Figure 1. Clock wiring as the flow saved it (run 1).
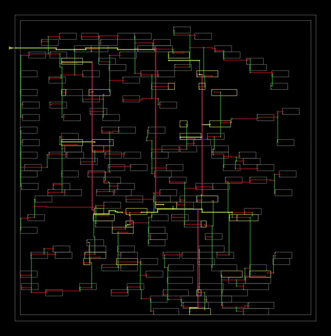
Figure 2. Gate families picked out (run 1).
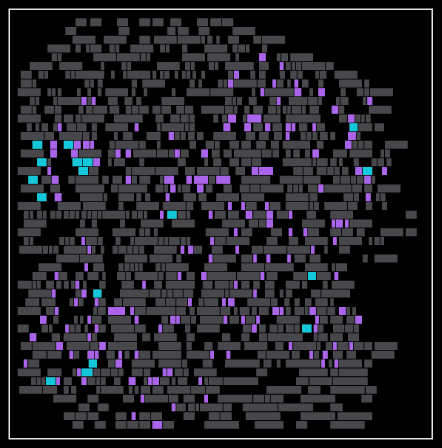
Figure 3. Routed metal per tile (run 1).
The die is cut into 26 by 27 equal tiles; white is low, dark blue is high, scaled to the fullest tile. Values are wire area over tile area, all layers added.
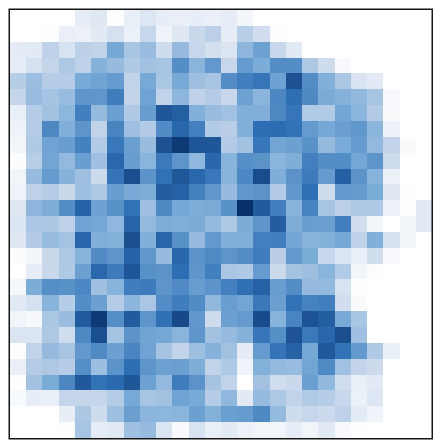
## src/rtl/sprite_engine.sv

```systemverilog
`default_nettype none
// ============================================================================
// Module      : sprite_engine
// Description : Draw-pixels command parser. Unpacks palette-index data bytes
//               into clipped single-pixel frame-buffer write requests.
// Revision    : 1.0 - initial release
// ============================================================================
module sprite_engine #(
    parameter logic [7:0] OPCODE         = 8'h12,
    parameter int         DISPLAY_WIDTH  = 640,
    parameter int         DISPLAY_HEIGHT = 400,
    parameter int         FIFO_DEPTH     = 2
) (
    input  logic        spi_clock_in,
    input  logic        spi_reset_in,
    input  logic [7:0]  op_code_in,
    input  logic        op_code_valid_in,
    input  logic [7:0]  operand_in,
    input  logic        operand_valid_in,
    output logic [9:0]  pixel_x_out,
    output logic [8:0]  pixel_y_out,
    output logic [3:0]  pixel_color_out,
    output logic        pixel_valid_out,
    input  logic        pixel_ready_in,
    output logic        busy_out,
    output logic        error_out
);

    localparam int              c_PTR_W    = $clog2(FIFO_DEPTH);
    localparam logic [c_PTR_W:0] c_PTR_ONE = (c_PTR_W + 1)'(1);
    localparam logic [c_PTR_W+1:0] c_OCC_FULL = (c_PTR_W + 2)'(FIFO_DEPTH);
    localparam logic [10:0]     c_DW       = 11'(DISPLAY_WIDTH);
    localparam logic [9:0]      c_DH       = 10'(DISPLAY_HEIGHT);

    localparam logic [1:0] c_ST_IDLE   = 2'd0;
    localparam logic [1:0] c_ST_HEADER = 2'd1;
    localparam logic [1:0] c_ST_DATA   = 2'd2;
    localparam logic [1:0] c_ST_DRAIN  = 2'd3;

    logic [1:0]        r_state;
    logic              r_opv_d;
    logic              r_byte_d;
    logic [3:0]        r_hdr_cnt;
    logic [9:0]        r_x0;
    logic [8:0]        r_y0;
    logic [15:0]       r_width;
    logic [7:0]        r_colors;
    logic [3:0]        r_offset;
    logic [2:0]        r_bpp;
    logic              r_flush;
    logic              r_error;
    logic [c_PTR_W:0]  r_wr_ptr;
    logic [c_PTR_W:0]  r_rd_ptr;
    logic [7:0]        r_mem [FIFO_DEPTH];
    logic [7:0]        r_sh;
    logic [3:0]        r_sh_cnt;
    logic [10:0]       r_cur_x;
    logic [9:0]        r_cur_y;
    logic [15:0]       r_col_cnt;
    logic              r_pix_valid;
    logic [9:0]        r_pix_x;
    logic [8:0]        r_pix_y;
    logic [3:0]        r_pix_color;

    logic              w_cmd;
    logic              w_start;
    logic              w_byte;
    logic              w_hdr_byte;
    logic [3:0]        w_hdr_idx;
    logic [c_PTR_W:0]  w_fifo_cnt;
    logic              w_fifo_empty;
    logic [7:0]        w_fifo_head;
    logic [c_PTR_W+1:0] w_occ;
    logic              w_occ_dec;
    logic              w_out_adv;
    logic              w_emit;
    logic              w_sh_free;
    logic              w_pop;
    logic              w_push_req;
    logic              w_push;
    logic              w_overflow;
    logic [3:0]        w_ppb;
    logic [3:0]        w_index;
    logic [3:0]        w_color;
    logic              w_on_screen;
    logic              w_row_end;

    assign w_cmd        = op_code_valid_in && (op_code_in == OPCODE);
    assign w_start      = w_cmd && !r_opv_d;
    assign w_byte       = w_cmd && operand_valid_in && !r_byte_d;
    assign w_hdr_byte   = w_byte && ((r_state == c_ST_HEADER) || ((r_state == c_ST_IDLE) && w_start));
    assign w_hdr_idx    = (r_state == c_ST_IDLE) ? 4'd0 : r_hdr_cnt;

    assign w_fifo_cnt   = r_wr_ptr - r_rd_ptr;
    assign w_fifo_empty = (r_wr_ptr == r_rd_ptr);
    assign w_fifo_head  = r_mem[r_rd_ptr[c_PTR_W-1:0]];

    // The byte being unpacked still counts against FIFO capacity until its
    // last pixel leaves the shifter.
    assign w_out_adv    = !r_pix_valid || pixel_ready_in;
    assign w_emit       = (r_sh_cnt != 4'd0) && w_out_adv;
    assign w_sh_free    = (r_sh_cnt == 4'd0) || ((r_sh_cnt == 4'd1) && w_out_adv);
    assign w_pop        = w_sh_free && !w_fifo_empty &&
                          ((r_state == c_ST_DATA) || ((r_state == c_ST_DRAIN) && !r_flush));
    assign w_occ        = {1'b0, w_fifo_cnt} + {{(c_PTR_W + 1){1'b0}}, (r_sh_cnt != 4'd0)};
    assign w_occ_dec    = ((r_sh_cnt == 4'd1) && w_out_adv) || (w_pop && (r_width == 16'd0));
    assign w_push_req   = w_byte && (r_state == c_ST_DATA);
    assign w_push       = w_push_req && ((w_occ < c_OCC_FULL) || w_occ_dec);
    assign w_overflow   = w_push_req && !w_push;

    always_comb begin
        w_ppb   = 4'd2;
        w_index = r_sh[7:4];
        case (r_bpp)
            3'd1: begin
                w_ppb   = 4'd8;
                w_index = {3'b000, r_sh[7]};
            end
            3'd2: begin
                w_ppb   = 4'd4;
                w_index = {2'b00, r_sh[7:6]};
            end
            default: begin
                w_ppb   = 4'd2;
                w_index = r_sh[7:4];
            end
        endcase
    end

    assign w_color     = w_index + r_offset;
    assign w_on_screen = (r_cur_x < c_DW) && (r_cur_y < c_DH);
    assign w_row_end   = ((r_col_cnt + 16'd1) == r_width);

    always_ff @(posedge spi_clock_in) begin
        if (w_push) begin
            r_mem[r_wr_ptr[c_PTR_W-1:0]] <= operand_in;
        end
    end

    always_ff @(posedge spi_clock_in) begin
        if (spi_reset_in) begin
            r_state     <= c_ST_IDLE;
            r_opv_d     <= 1'b0;
            r_byte_d    <= 1'b0;
            r_hdr_cnt   <= 4'd0;
            r_x0        <= 10'd0;
            r_y0        <= 9'd0;
            r_width     <= 16'd0;
            r_colors    <= 8'd0;
            r_offset    <= 4'd0;
            r_bpp       <= 3'd0;
            r_flush     <= 1'b0;
            r_error     <= 1'b0;
            r_wr_ptr    <= '0;
            r_rd_ptr    <= '0;
            r_sh        <= 8'd0;
            r_sh_cnt    <= 4'd0;
            r_cur_x     <= 11'd0;
            r_cur_y     <= 10'd0;
            r_col_cnt   <= 16'd0;
            r_pix_valid <= 1'b0;
            r_pix_x     <= 10'd0;
            r_pix_y     <= 9'd0;
            r_pix_color <= 4'd0;
        end else begin
            r_opv_d  <= op_code_valid_in;
            r_byte_d <= operand_valid_in;

            if (w_push) r_wr_ptr <= r_wr_ptr + c_PTR_ONE;
            if (w_pop)  r_rd_ptr <= r_rd_ptr + c_PTR_ONE;
            if (w_overflow) r_error <= 1'b1;

            // A zero-width sprite swallows data bytes without emitting pixels.
            if (w_pop) begin
                r_sh     <= w_fifo_head;
                r_sh_cnt <= (r_width == 16'd0) ? 4'd0 : w_ppb;
            end else if (w_emit) begin
                r_sh     <= r_sh << r_bpp;
                r_sh_cnt <= r_sh_cnt - 4'd1;
            end

            if (w_out_adv) begin
                r_pix_valid <= w_emit && w_on_screen;
                if (w_emit) begin
                    r_pix_x     <= r_cur_x[9:0];
                    r_pix_y     <= r_cur_y[8:0];
                    r_pix_color <= w_color;
                    if (w_row_end) begin
                        r_col_cnt <= 16'd0;
                        r_cur_x   <= {1'b0, r_x0};
                        r_cur_y   <= r_cur_y + 10'd1;
                    end else begin
                        r_col_cnt <= r_col_cnt + 16'd1;
                        r_cur_x   <= r_cur_x + 11'd1;
                    end
                end
            end

            if (w_hdr_byte && (w_hdr_idx != 4'd8)) begin
                r_hdr_cnt <= w_hdr_idx + 4'd1;
                case (w_hdr_idx)
                    4'd0: r_x0[9:8]      <= operand_in[1:0];
                    4'd1: r_x0[7:0]      <= operand_in;
                    4'd2: r_y0[8]        <= operand_in[0];
                    4'd3: r_y0[7:0]      <= operand_in;
                    4'd4: r_width[15:8]  <= operand_in;
                    4'd5: r_width[7:0]   <= operand_in;
                    4'd6: r_colors       <= operand_in;
                    default: r_offset    <= operand_in[3:0];
                endcase
            end

            case (r_state)
                c_ST_IDLE: begin
                    if (!w_hdr_byte) r_hdr_cnt <= 4'd0;
                    if (w_start) begin
                        r_state <= c_ST_HEADER;
                        r_error <= 1'b0;
                    end
                end
                c_ST_HEADER: begin
                    if (!op_code_valid_in) begin
                        r_state <= c_ST_DRAIN;
                    end else if (w_hdr_byte && (r_hdr_cnt == 4'd7)) begin
                        r_cur_x   <= {1'b0, r_x0};
                        r_cur_y   <= {1'b0, r_y0};
                        r_col_cnt <= 16'd0;
                        if ((r_colors == 8'd2) || (r_colors == 8'd4) || (r_colors == 8'd16)) begin
                            r_bpp   <= (r_colors == 8'd2) ? 3'd1 : (r_colors == 8'd4) ? 3'd2 : 3'd4;
                            r_state <= c_ST_DATA;
                        end else begin
                            r_error <= 1'b1;
                            r_flush <= 1'b1;
                            r_state <= c_ST_DRAIN;
                        end
                    end
                end
                c_ST_DATA: begin
                    if (!op_code_valid_in) r_state <= c_ST_DRAIN;
                end
                default: begin
                    // Error drain holds until the command ends so trailing bytes are discarded.
                    if (r_flush) begin
                        r_wr_ptr <= '0;
                        r_rd_ptr <= '0;
                        if (!op_code_valid_in) begin
                            r_flush <= 1'b0;
                            r_state <= c_ST_IDLE;
                        end
                    end else if (w_fifo_empty && (r_sh_cnt == 4'd0) && !r_pix_valid) begin
                        r_state <= c_ST_IDLE;
                    end
                end
            endcase
        end
    end

    assign pixel_x_out     = r_pix_x;
    assign pixel_y_out     = r_pix_y;
    assign pixel_color_out = r_pix_color;
    assign pixel_valid_out = r_pix_valid;
    assign error_out       = r_error;
    assign busy_out        = (r_state != c_ST_IDLE) || !w_fifo_empty ||
                             (r_sh_cnt != 4'd0) || r_pix_valid;

endmodule
`default_nettype wire
```

## config.mk

```make
export PLATFORM = sky130hd
export DESIGN_NAME = sprite_engine
export DESIGN_NICKNAME = d
export VERILOG_FILES = /design/src/rtl/sprite_engine.sv
export SDC_FILE = /design/constraint.sdc
export NUM_CORES = 1
export LEC_CHECK = 0
export CAP_MARGIN = 20
export CORE_AREA = 2 2 129 131
export CTS_BUF_LIST = sky130_fd_sc_hd__clkbuf_4 sky130_fd_sc_hd__clkbuf_8 sky130_fd_sc_hd__clkbuf_16
export DETAILED_ROUTE_END_ITERATION = 8
export DIE_AREA = 0 0 131 133
export HOLD_SLACK_MARGIN = 0.03
export PLACE_DENSITY = 0.67
export SYNTH_ARGS = -nofsm -noshare
export SYNTH_HDL_FRONTEND = slang
export SYNTH_SLANG_ARGS = --single-unit
```

## constraint.sdc

```tcl
create_clock -name spi_clock_in -period 3.48 [get_ports spi_clock_in]
set_input_delay 0.696 -clock spi_clock_in [delete_from_list [all_inputs] [get_ports spi_clock_in]]
set_output_delay 0.696 -clock spi_clock_in [all_outputs]
set_load 0.005 [all_outputs]
```

==> results_dict.tcl, run 1 <==
# collected from the flow reports
set metrics [dict create \
    run_status "finished, final reports clean" \
    topRoutingLayerUsed "met4" \
    critical_path.startpoint "r_col_cnt[0]" \
    detailed_route_wire_length_on_metal_1_um 9360 \
    drive_above_1_share_pct 8.55 \
    number_of_cell_instances_on_the_worst_register_to_register_path 9 \
    worst-endpoint-arrival_ns 3.62 \
    pg_seq_mw 1.80 \
    netlist_instances 933 \
    yosys.area_share.simple_pct 25.3 \
    timing_worst_slew_pin_value_ns 0.675 \
    crit_end "r_cur_x[2]" \
    core_area_mm2 0.0162 \
    ff2ff_setup_slack_ns 0.24 \
    dr_wl_met2_um 9330 \
    grt_most_used_layer "met2" \
    launching_element_type_of_the_critical_path "register" \
    antenna-diode-count 0 \
    layout.buffer.nonclock.area_share_pct 7.31 \
    rsz0062_at_grt "false" \
    hold_viol 0 \
    synthesis.nets 974 \
    ctsResizeCount 0 \
    share_comb_of_total_power_pct 6.2 \
    fill_cells 1438 \
    yosys_chip_area_mm2 0.00791 \
    logic_gate_count 691 \
    crit_fanout 12 \
    non_clock_inverter_count 23 \
    cpMaxStageDelayCell "sky130_fd_sc_hd__or4_4" \
    clockPowerShare_pct 47.7 \
    setup_ws_pre_cts_ns 0.191 \
    synth-seq-cells 153 \
    gr-usage-met3_pct 3.84 \
    routed-wl-met3_um 566 \
    cts-root-to-sink-buffers 2 \
    antenna_found_initial 0 \
    globalRouteOverflowTotal 0 \
    post_synth_most_frequent_cells "sky130_fd_sc_hd__dfxtp_1 (137), sky130_fd_sc_hd__nand2_1 (116), sky130_fd_sc_hd__nor2_1 (87)" \
    htree_levels 4 \
    grt_max_degree 66 \
    synth-edff-count 16 \
    postSynthSeqShare_pct 40.7 \
    mux_area_share_pct 6.39 \
    ys_warn_count 0 \
    postRouteWirelength_um 19500 \
    die_w_um 131 \
    p_leak_nw 3.30 \
    hold-path-endpoint "pixel_x_out[2]" \
    power.ir.vdd_worst_uv 369 \
    grt_first_pass_wirelength_um 31900 \
    gr-usage-met2_pct 36.7 \
    final_antenna_net_count 0 \
    chipHeight_um 133 \
    worst_slew_margin_rel_pct 55.0 \
    setup_tns_ns 0 \
    final_period_minus_worst_setup_slack_ns 3.24 \
    tritoncts "built" \
    detailed_place.area_mm2 0.00860 \
    drt-pass1-iter-count 5 \
    number_of_cells_on_the_critical_path 9 \
    area_dominant_class "logic gates" \
    ys_sh_adder_pct 3.26 \
    track_usage_pct 23.4 \
    layout.clock.cell_area_share_pct 6.47 \
    max_freq_mhz 309 \
    critical-path-top-delay-family "simple AND/OR/NAND/NOR gates" \
    timing.setup.critical_path_class "reg -> reg" \
    synth-xor-area-share_pct 5.14 \
    fin_util_pct 56.9 \
    openroad.warnings 34 \
    synthAoiAreaFrac_pct 14.7 \
    cpPeakStageDelay_ns 0.58 \
    final_design_area_no_fill_mm2 0.00920 \
    synth.area.top_cells "sky130_fd_sc_hd__dfxtp_1 (35%), sky130_fd_sc_hd__edfxtp_1 (6.1%), sky130_fd_sc_hd__nand2_1 (5.5%), sky130_fd_sc_hd__mux2i_1 (5.1%), sky130_fd_sc_hd__a21oi_1 (4.5%)" \
    fin_hold_ws_ns 0.453 \
    place.port_buffers 46 \
    clock_sink_count 153 \
    layout.cells.most_common_list "sky130_fd_sc_hd__dfxtp_1 (137), sky130_fd_sc_hd__nand2_1 (115), sky130_fd_sc_hd__nor2_1 (87)" \
    place.detailed.instances 1160 \
    flop_cell "sky130_fd_sc_hd__dfxtp_1" \
    maxCapViolCount 0 \
    max_slew_violation_count 0 \
    gpl.final_weighted_congestion 0.868 \
    timing.hold.worst.class "reg -> reg" \
    p_int_mw 2.98 \
    r2r_end "r_cur_x[2]" \
]
## Picture notes: Figure 1
clk_buf instances: 20
Clk. pwr: 1.87 mW
source-to-sink clock delay at the later pin of the worst-skew pair: 0.43 ns

## Picture notes: Figure 2
purple -> nor cells  # cells 159, most used nor2_1
cyan -> non-inverting ao/oa cells  # cells 17, most used a31o_1
most common logic cell in the routed design: sky130_fd_sc_hd__dfxtp_1
multi-input combinational area share: 47.3%
Non-Filler Instances: 1191

## Picture notes: Figure 3
emptiest ninth of the die = north-east
tiles over half the peak = 34%
mean over tiles = 0.17

==> inputs of run 2 (changes only) <==
==> constraint.sdc (replaced) <==
create_clock -name spi_clock_in -period 4 [get_ports spi_clock_in]
set_input_delay 0.8 -clock spi_clock_in [delete_from_list [all_inputs] [get_ports spi_clock_in]]
set_output_delay 0.8 -clock spi_clock_in [all_outputs]
set_load 0.005 [all_outputs]
Figure 4. Routed metal per tile (run 2).
The die is cut into 26 by 27 equal tiles; white is low, dark blue is high, scaled to the fullest tile. Values are wire area over tile area, all layers added.
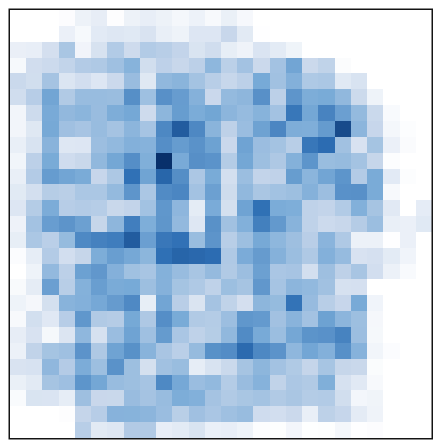
detailed-route via count: 6813
total wire length after detailed routing: 19500 µm
routed wirelength normalized by instance count: 16.5 µm
global routing usage summed across all routing layers: 23.1%

Figure 5. Clock wiring as the flow saved it (run 2).
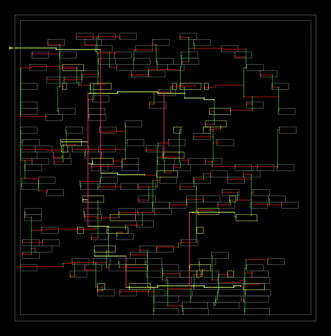
number of sequential storage elements: 153
total clock sinks: 153

Figure 6. Gate families picked out (run 2).
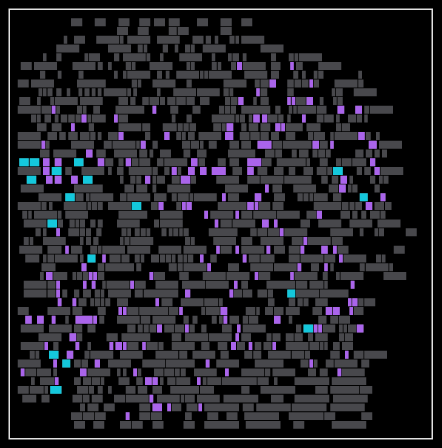
cyan -> non-inverting ao/oa cells  # cells 17, most used a31o_1
purple -> nor cells  # cells 159, most used nor2_1
multi-input combinational area share: 47.8%
Non-Filler Instances: 1181

==> results_dict.tcl, run 2 <==
# collected from the flow reports
set metrics [dict create \
    final_period_minus_worst_setup_slack_ns 3.22 \
    ys_sh_adder_pct 3.26 \
    timing.hold.worst.class "reg -> reg" \
    routed-wl-met3_um 663 \
    globalRouteOverflowTotal 0 \
    final_design_area_no_fill_mm2 0.00909 \
    layout.buffer.nonclock.area_share_pct 6.58 \
    yosys.area_share.simple_pct 25.3 \
    power.ir.vdd_worst_uv 302 \
    cpPeakStageDelay_ns 0.62 \
    core_area_mm2 0.0162 \
    synth.area.top_cells "sky130_fd_sc_hd__dfxtp_1 (35%), sky130_fd_sc_hd__edfxtp_1 (6.1%), sky130_fd_sc_hd__nand2_1 (5.5%), sky130_fd_sc_hd__mux2i_1 (5.1%), sky130_fd_sc_hd__a21oi_1 (4.5%)" \
    place.detailed.instances 1150 \
    flop_cell "sky130_fd_sc_hd__dfxtp_1" \
    die_w_um 131 \
    design.final.nets 990 \
    yosys_chip_area_mm2 0.00791 \
    max_slew_violation_count 0 \
    lay_top_count "sky130_fd_sc_hd__dfxtp_1" \
    synth-seq-cells 153 \
    post-synth-top-area-fraction_pct 34.7 \
    tritoncts "built" \
    timing.setup.critical_path_class "reg -> reg" \
    dr_wl_met2_um 9200 \
    design_power_total_mw 3.32 \
    number_of_cells_on_the_critical_path 7 \
    detailed_place.area_mm2 0.00852 \
    p_leak_nw 3.24 \
    number_of_cell_instances_on_the_worst_register_to_register_path 7 \
    openroad.warnings 34 \
    non_clock_inverter_count 23 \
    groute.layer.met1.usage_pct 32.5 \
    place.port_buffers 46 \
    antenna_found_initial 0 \
    register_area_mm2 0.00322 \
    timing_worst_slew_pin_value_ns 0.698 \
    ys_cells 933 \
    ctsResizeCount 0 \
    viasPerCell 5.77 \
    layout.clock.cell_area_share_pct 6.21 \
    fill_cells 1459 \
    maxCapViolCount 0 \
    hold_viol 0 \
    detailed_route_wire_length_on_metal_1_um 9330 \
    final_antenna_net_count 0 \
    topRoutingLayerUsed "met4" \
    synthesis.nets 974 \
    pg_seq_mw 1.57 \
    cpMaxStageDelayCell "sky130_fd_sc_hd__dfxtp_1" \
    worst_slew_margin_rel_pct 53.5 \
    crit_end "r_cur_y[5]" \
    launching_element_type_of_the_critical_path "register" \
    max_freq_mhz 311 \
    synthAoiAreaFrac_pct 14.7 \
    netlist_instances 933 \
    clockPowerShare_pct 46.5 \
    gr-usage-met2_pct 36.5 \
    share_comb_of_total_power_pct 6.3 \
    drive_above_1_share_pct 7.39 \
    cts-root-to-sink-buffers 2 \
    layout.cells.most_common_list "sky130_fd_sc_hd__dfxtp_1 (137), sky130_fd_sc_hd__nand2_1 (115), sky130_fd_sc_hd__nor2_1 (87)" \
    postSynthSeqShare_pct 40.7 \
    grt_most_used_layer "met2" \
    synth-edff-count 16 \
    setup_tns_ns 0 \
    logic_gate_count 691 \
    hold-path-endpoint "pixel_y_out[5]" \
    crit_fanout 13 \
    ys_top_logic_family "simple AND/OR/NAND/NOR gates" \
    fin_hold_ws_ns 0.456 \
    worst-endpoint-arrival_ns 3.55 \
    area_dominant_class "logic gates" \
    critical_path.startpoint "r_col_cnt[2]" \
    grt_first_pass_wirelength_um 31800 \
    worst_skew_pair.late_latency_ns 0.43 \
    fin_util_pct 56.2 \
    htree_levels 4 \
    ff2ff_setup_slack_ns 0.78 \
    synth-xor-area-share_pct 5.14 \
    run_status "finished, final reports clean" \
    p_int_mw 2.54 \
    final.setup_skew_ns 0.0119 \
    mux_area_share_pct 6.39 \
    clock_buffers 20 \
    rsz0062_at_grt "false" \
    antenna-diode-count 0 \
    gr-usage-met3_pct 3.88 \
    clk-power_mw 1.54 \
    rows 47 \
    post_synth_most_frequent_cells "sky130_fd_sc_hd__dfxtp_1 (137), sky130_fd_sc_hd__nand2_1 (116), sky130_fd_sc_hd__nor2_1 (87)" \
    ys_warn_count 0 \
    setup_ws_pre_cts_ns 0.540 \
    grt_max_degree 66 \
    chipHeight_um 133 \
    cts_inserted_buffers 17 \
    r2r_end "r_cur_y[5]" \
    critical-path-top-delay-family "simple AND/OR/NAND/NOR gates" \
    gpl.final_weighted_congestion 0.819 \
    drt-pass1-iter-count 5 \
]
==> inputs of run 3 (changes only) <==
--- a/config.mk
+++ b/config.mk
@@ -11,7 +11,7 @@
 export DETAILED_ROUTE_END_ITERATION = 8
 export DIE_AREA = 0 0 131 133
 export HOLD_SLACK_MARGIN = 0.03
-export PLACE_DENSITY = 0.67
+export PLACE_DENSITY = 0.7
 export SYNTH_ARGS = -nofsm -noshare
 export SYNTH_HDL_FRONTEND = slang
 export SYNTH_SLANG_ARGS = --single-unit
==> constraint.sdc (replaced) <==
create_clock -name spi_clock_in -period 2.7 [get_ports spi_clock_in]
set_input_delay 0.54 -clock spi_clock_in [delete_from_list [all_inputs] [get_ports spi_clock_in]]
set_output_delay 0.54 -clock spi_clock_in [all_outputs]
set_load 0.005 [all_outputs]
Figure 7. Routed metal per tile (run 3).
The die is cut into 26 by 27 equal tiles; white is low, dark blue is high, scaled to the fullest tile. Values are wire area over tile area, all layers added.
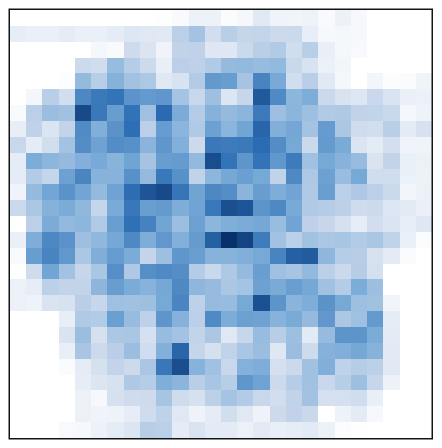
tiles over half the peak = 20%
mean over tiles = 0.20
nearly empty tiles = 15%
fullest tile = 0.65
densest ninth of the die = centre

Figure 8. Clock wiring as the flow saved it (run 3).
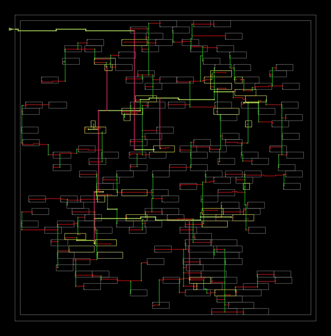
Clk. pwr: 2.71 mW
worst setup skew after layout: 0.0118 ns
number of clock buffers inserted by TritonCTS: 17

==> results_dict.tcl, run 3 <==
# collected from the flow reports
set metrics [dict create \
    rsz0062_at_grt "true" \
    crit_fanout 6 \
    critical_path.startpoint "r_col_cnt[1]" \
    number_of_cell_instances_on_the_worst_register_to_register_path 10 \
    drive_above_1_share_pct 17.0 \
    ys_cells 933 \
    cpPeakStageDelay_ns 0.37 \
    globalRouteOverflowTotal 0 \
    detailed_route_wire_length_on_metal_1_um 9580 \
    chipHeight_um 133 \
    grt_first_pass_wirelength_um 34100 \
    postSynthSeqShare_pct 40.7 \
    synthesis.nets 974 \
    openroad.warnings 36 \
    rows 47 \
    clock_buffers 20 \
    max_slew_violation_count 0 \
    post_synth_most_frequent_cells "sky130_fd_sc_hd__dfxtp_1 (137), sky130_fd_sc_hd__nand2_1 (116), sky130_fd_sc_hd__nor2_1 (87)" \
    setup_tns_ns -0.150 \
    pg_seq_mw 2.32 \
    synth.area.top_cells "sky130_fd_sc_hd__dfxtp_1 (35%), sky130_fd_sc_hd__edfxtp_1 (6.1%), sky130_fd_sc_hd__nand2_1 (5.5%), sky130_fd_sc_hd__mux2i_1 (5.1%), sky130_fd_sc_hd__a21oi_1 (4.5%)" \
    setup-violations-final 8 \
    core_area_mm2 0.0162 \
    max_freq_mhz 364 \
    p_int_mw 4.21 \
    track_usage_pct 24.7 \
    share_comb_of_total_power_pct 6.4 \
    postRouteWirelength_um 21400 \
    ys_warn_count 0 \
    worst_skew_pair.late_latency_ns 0.43 \
    layout.clock.cell_area_share_pct 6.65 \
    violations "setup timing" \
    clock_sink_count 153 \
    dr_wl_met2_um 10300 \
    layout.buffer.nonclock.area_share_pct 12.3 \
    routed-wl-met3_um 1030 \
    dr_total_vias 7258 \
    synthAoiAreaFrac_pct 14.7 \
    setup_ws_pre_cts_ns -0.173 \
    yosys.area_share.simple_pct 25.3 \
    fin_util_pct 62.4 \
    topRoutingLayerUsed "met4" \
    final_antenna_net_count 0 \
    timing_worst_slew_pin_value_ns 0.751 \
    logic_gate_count 691 \
    number_of_cells_on_the_critical_path 10 \
    post-route-worst-setup-slack_ns -0.0449 \
    final_design_area_no_fill_mm2 0.0101 \
    die_w_um 131 \
    ys_sh_adder_pct 3.26 \
    cpMaxStageDelayCell "sky130_fd_sc_hd__or3_1" \
    ys_top_logic_family "simple AND/OR/NAND/NOR gates" \
    yosys_chip_area_mm2 0.00791 \
    detailed_place.area_mm2 0.00903 \
    worst-endpoint-arrival_ns 3.09 \
    worst_slew_margin_rel_pct 49.9 \
    post-synth-top-area-fraction_pct 34.7 \
    run_status "finished, violations left" \
    area_dominant_class "logic gates" \
    place.port_buffers 46 \
    p_leak_nw 3.80 \
    synth-edff-count 16 \
    crit_end "r_cur_y[0]" \
]
Figure 9. Gate families picked out (run 3).
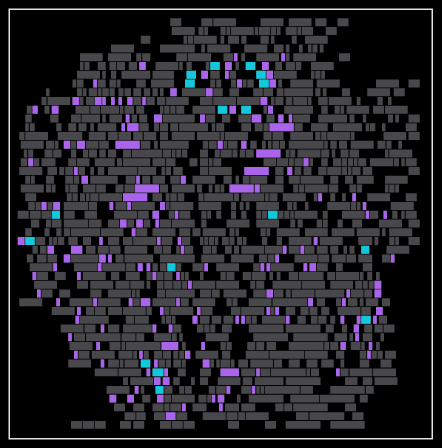
cyan -> non-inverting ao/oa cells  # cells 17, most used a31o_1
purple -> nor cells  # cells 159, most used nor2_1, where all over the die
Non-Filler Instances: 1260
multi-input combinational area share: 45.5%

Power figures rest on the tool's default switching activity, not on a simulated workload.
